==> config.mk <==
export PLATFORM = sky130hd
export DESIGN_NAME = dds_multi
export DESIGN_NICKNAME = d
export VERILOG_FILES = /design/src/rtl/dds_pkg.sv /design/src/rtl/dds_sine_lut.sv /design/src/rtl/dds_multi.sv
export SDC_FILE = /design/constraint.sdc
export NUM_CORES = 1
export LEC_CHECK = 0
export ABC_AREA = 1
export CORE_MARGIN = 4
export CORE_UTILIZATION = 57
export CTS_CLUSTER_SIZE = 12
export DETAILED_ROUTE_END_ITERATION = 12
export PLACE_DENSITY_LB_ADDON = 0.08
export SLEW_MARGIN = 5
export SYNTH_ARGS = -nofsm -noshare
export SYNTH_HDL_FRONTEND = slang
export SYNTH_SLANG_ARGS = --single-unit
==> constraint.sdc <==
create_clock -name clk -period 1.9 [get_ports clk]
set_input_delay 0.285 -clock clk [delete_from_list [all_inputs] [get_ports clk]]
set_output_delay 0.285 -clock clk [all_outputs]
set_load 0.01 [all_outputs]
Fig. 1: run 1, register map, names as in the netlist
Other sequential cells in the stronger grey, the rest of the logic in the fainter grey.
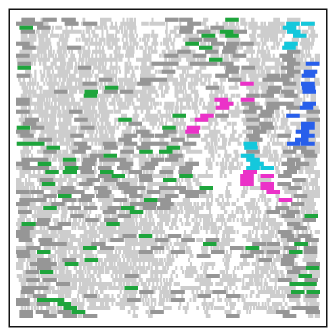
| colour | netlist name | placed flops |
|---|---|---|
| blue | g_ch.out_q | 16 |
| green | g_ch.ftw_act | 64 |
| cyan | g_ch.u_lut.mag_q | 14 |
| magenta | g_ch.s1_p | 18 |
not coloured: 319
Sequential cell area: 10800 sq um
proportion of cell area occupied by registers: 35.9%
power in sequential cells: 13.9 mW
Core Util, Final: 71.6%

Fig. 2: run 1, pin map
Pins as bars across the die edge, other pins in grey.
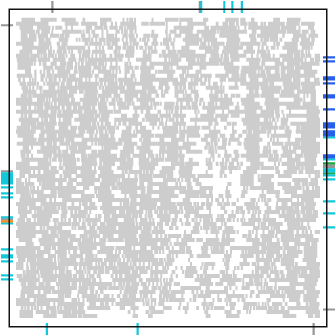
| colour | port | pins | direction | edge |
|---|---|---|---|---|
| orange | sync_clr | 1 | input | left |
| blue | out | 16 | output | right |
| cyan | cfg_wdata | 32 | input | 17 left, 9 right, 4 top, 2 bottom |
| green | cfg_addr | 2 | input | right |
all pins by edge: 30 right, 21 left, 6 top, 3 bottom
die height: 215 microns
input/output buffers: 59
x dimension of the die: 215 microns

Fig. 3: run 1, metal layers overlaid
Bar = 50 microns.
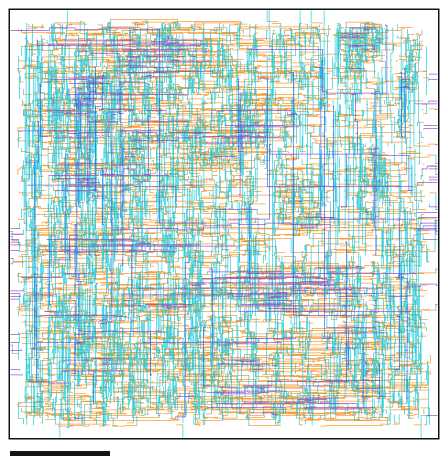
| colour | layer | wire length |
|---|---|---|
| blue | met4 | 2670 microns |
| cyan | met2 | 31.8 mm |
| purple | met3 | 4950 microns |
| orange | met1 | 30.6 mm |
DR vias: 21400
final wirelength: 70.1 mm
total routing usage reported by global routing: 29.3%
final routed wire length divided by cell count: 18.2 microns

==> reports/summary.log, run 1 <==
qor: logic_synthesis.mean_instance_size_in_the_synthesized_netlist 7.93 sq um
qor: power_and_ir_drop.vdd_drop_max 0.787 mV
qor: sta.setup_tns -0.0371 ns
qor: final_layout.final_layout_top_logic_cells 945 x sky130_fd_sc_hd__nand2_1, 399 x sky130_fd_sc_hd__dfrtp_1, 393 x sky130_fd_sc_hd__inv_1
qor: sta.worst_slew_margin_rel 63.2%
qor: logic_synthesis.yosys-stat-cells 3073
qor: flow_run.warning_count 36
qor: global_route.gr-total-overflow 0
qor: sta.worst_hold_slack 0.150 ns
qor: sta.final-setup-viol-count 4
qor: final_layout.area_delta_synth_final 23.9%
qor: logic_synthesis.edf_count 0
qor: setup_path.worstRegToRegCells 11
qor: logic_synthesis.leading_post_synthesis_cells_by_cell_area sky130_fd_sc_hd__dfrtp_1 44%, sky130_fd_sc_hd__nand2_1 15%, sky130_fd_sc_hd__ha_1 7.0%, sky130_fd_sc_hd__inv_1 6.1%, sky130_fd_sc_hd__mux2_2 6.0%
qor: clocking.clk-insertion-delay-late 0.59 ns
qor: run_status.violations_in_the_final_reports setup timing
qor: run_status.result_of_the_run complete, but fails checks
qor: placement.dpl_worst_slack -0.177 ns
qor: global_route.grt_max_degree 76
qor: setup_path.crit_buf_inv 1
qor: logic_synthesis.netlist.top_cell.by_instances sky130_fd_sc_hd__nand2_1
qor: logic_synthesis.ys_top_cells_by_count 1002 x sky130_fd_sc_hd__nand2_1, 431 x sky130_fd_sc_hd__dfrtp_1, 399 x sky130_fd_sc_hd__inv_1
qor: power_and_ir_drop.power 39.6 mW
qor: logic_synthesis.netlist-cell-type-count 51
qor: global_route.antenna_found_initial 1
qor: routing.drcViolationCount 0
qor: sta.worst_slack -0.0181 ns
qor: routing.route.detailed.vias_per_inst 5.54
qor: sta.fin_crit_sh 101%
qor: final_layout.number_of_fill_cells 3251
qor: sta.fmaxAchievable 0.521 GHz
qor: die.coreArea 42100 sq um
qor: logic_synthesis.top_cell_area_share 44.3%
qor: clocking.cts-htree-levels 2
-- run 1: cell type report --
cell class	instances	area share, %
clock buffer	62	4.35
clock inverter	15	0.763
multi-input combinational	2174	44.7
inverter	402	5.00
sequential	431	35.9
tap	539	2.23
timing repair buffer	232	7.03
-- run 1: per-layer routing --
layer | track usage [%] | vias to the layer above | routed length (microns)
met5 | 0 | - | 0
met4 | 10.9 | 0 | 2670
met3 | 4.48 | 148 | 4950
met2 | 45.9 | 725 | 31800
met1 | 41.6 | 10200 | 30600
li1 | - | 10300 | -
-- run 1: kinds of logic (layout without fill, tap and decap cells) --
kind of cell	Yosys count	in the layout	synth area share, %
AND/OR/NAND/NOR	1398	1398	22.9
buffers and inverters	468	711	7.47
AND-OR/OR-AND	462	462	10.2
flip-flops	431	431	44.3
adder cells (fa/ha/maj)	138	138	7.15
multiplexers	130	130	6.01
XOR/XNOR	45	45	1.93
other	1	1	0.0154
-- run 1: worst min-delay path: cells and delay by family --
| kind | cells | cell delay, ns |
|---|---|---|
| buffers and inverters | 1 | 0.18 |
| and+or+nand+nor | 1 | 0.10 |
| AOI/OAI and AO/OA | 1 | 0.09 |
-- run 1: where the power goes --
part	internal, mW	total, mW	leakage, nW	switching [mW]
clock	5.50	9.27	0.749	3.77
sequential	11.6	13.9	5.40	2.23
combinational	7.25	16.4	9.19	9.18
-- run 1: metrics by stage --
| step | std cells | instance area, sq um | utilization [%] |
|---|---|---|---|
| floorplan | 3073 | 24400 | - |
| global placement | 3766 | 26800 | 63.5 |
| detailed placement | 3766 | 26800 | 63.5 |
| CTS | 3844 | 28500 | 67.7 |
| global route | 3855 | 30200 | 71.6 |
| finish | 3855 | 30200 | 71.6 |
--- run 2 (diff from run 1) ---
--- a/config.mk
+++ b/config.mk
@@ -5,9 +5,8 @@
 export SDC_FILE = /design/constraint.sdc
 export NUM_CORES = 1
 export LEC_CHECK = 0
-export ABC_AREA = 1
 export CORE_MARGIN = 4
-export CORE_UTILIZATION = 57
+export CORE_UTILIZATION = 56
 export CTS_CLUSTER_SIZE = 12
 export DETAILED_ROUTE_END_ITERATION = 12
 export PLACE_DENSITY_LB_ADDON = 0.08
Fig. 4: run 2, register map, names as in the netlist
Other sequential cells in the stronger grey, the rest of the logic in the fainter grey.
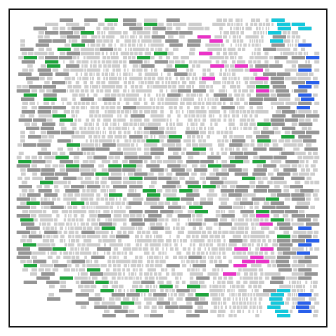
| colour | netlist name | placed flops |
|---|---|---|
| cyan | g_ch.u_lut.mag_q | 14 |
| blue | g_ch.out_q | 16 |
| green | g_ch.ftw_act | 64 |
| magenta | g_ch.s1_p | 18 |
not coloured: 319
power in sequential cells: 14.4 mW
Sequential cell area: 10800 sq um

Fig. 5: run 2, metal layers overlaid
Bar = 50 microns.
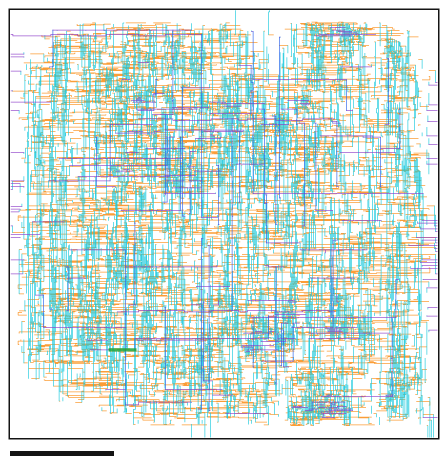
| colour | layer | wire length |
|---|---|---|
| cyan | met2 | 26.4 mm |
| green | met5 | 12.0 microns |
| orange | met1 | 24.9 mm |
| blue | met4 | 1780 microns |
| purple | met3 | 2650 microns |
total routing usage reported by global routing: 26.5%
final wirelength: 55.7 mm

==> run 2 against run 1 <==
The run still ends with setup timing left. First-iteration DRC count decreased by 35%. Sequential share of layout area grew 1.0 points. Largest power group unchanged. Global-route usage decreased by 2.8 points. Total power up 21%. Sequential power up 4%. Synthesized area down 9.3%.
==> reports/summary.log, run 2 <==
qor: logic_synthesis.edf_count 0 [unchanged]
qor: global_route.grt_util_met2 43.1% [-2.9 points]
qor: power_and_ir_drop.share_clk_of_total_power 18.8% [-4.6 points]
qor: logic_synthesis.mean_instance_size_in_the_synthesized_netlist 11.7 sq um [+47%]
qor: logic_synthesis.synth.logic.top_family multiplexers
qor: logic_synthesis.post_synth_mux_area_share 16.1% [+10 points]
qor: run_status.result_of_the_run complete, but fails checks
qor: sta.worst_slack -0.720 ns [-0.702 ns]
qor: sta.final-setup-viol-count 72 [+68]
qor: logic_synthesis.netlist.top_cell.by_instances sky130_fd_sc_hd__dfrtp_1
qor: logic_synthesis.synth_compound_gate_area_share 12.8% [+2.6 points]
qor: clocking.cts-htree-levels 2 [unchanged]
qor: run_status.violations_in_the_final_reports setup timing
qor: logic_synthesis.leading_post_synthesis_cells_by_cell_area sky130_fd_sc_hd__dfrtp_1 49%, sky130_fd_sc_hd__mux2_2 13%, sky130_fd_sc_hd__ha_1 7.7%, sky130_fd_sc_hd__xnor2_1 2.3%, sky130_fd_sc_hd__a21o_1 2.2%
qor: power_and_ir_drop.comb_cell_power 24.4 mW [+49%]
qor: global_route.antenna_found_initial 3 [+2]
qor: power_and_ir_drop.power.switching 17.6 mW [+16%]
qor: die.die-width 207 microns [-3.8%]
qor: final_layout.fin_area 29300 sq um [-3.1%]
qor: power_and_ir_drop.p_seq_share 30.1% [-4.9 points]
qor: logic_synthesis.synth_xor_xnor_area_share 4.40% [+2.5 points]
run 2: cell count changes in the layout (fill, tap and decap cells not counted), moves of 71 or more:
cell	previous run	this run
sky130_fd_sc_hd__nand3_1	120	29
sky130_fd_sc_hd__mux2_2	130	262
sky130_fd_sc_hd__o21ai_0	212	49
sky130_fd_sc_hd__buf_4	152	321
sky130_fd_sc_hd__nor2_1	151	80
sky130_fd_sc_hd__nand2_1	945	111
sky130_fd_sc_hd__inv_1	393	39
run 2: final cells by class:
type	count	area (sq um)
clock buffer	67	1350
sequential	431	10800
clock inverter	12	153
fill	2497	9570
tap	518	648
multi-input combinational	1340	12400
inverter	44	168
timing repair buffer	431	3720
run 2: per-stage QoR:
stage / setup slack, ns / total power, mW / utilization [%]
floorplan: -0.618 / 26.9 / -
global placement: -0.695 / 34.5 / 66.9
detailed placement: -0.728 / 35.2 / 66.9
CTS: -0.672 / 46.0 / 73.4
global route: -0.788 / 51.0 / 75.3
finish: -0.720 / 47.7 / 75.3
run 2: what timing repair did:
action	CTS	global route
setup endpoints to repair	80	85
hold buffers	1	0
pin swaps	96	80
resized	148	124
cloned	0	0
setup buffers	39	28
hold endpoints to repair	337	0
run 2: critical path: stages, from the launching register on:
cell,delay (ns)
sky130_fd_sc_hd__dfrtp_1,0.38
sky130_fd_sc_hd__ha_1,0.31
sky130_fd_sc_hd__a211o_1,0.34
sky130_fd_sc_hd__a21oi_2,0.19
sky130_fd_sc_hd__o21ba_4,0.15
sky130_fd_sc_hd__nand4b_1,0.13
sky130_fd_sc_hd__nand3b_1,0.22
sky130_fd_sc_hd__a31oi_4,0.34
sky130_fd_sc_hd__nor4_2,0.06
sky130_fd_sc_hd__or3_1,0.35
Power is estimated from default activity; no workload was simulated.
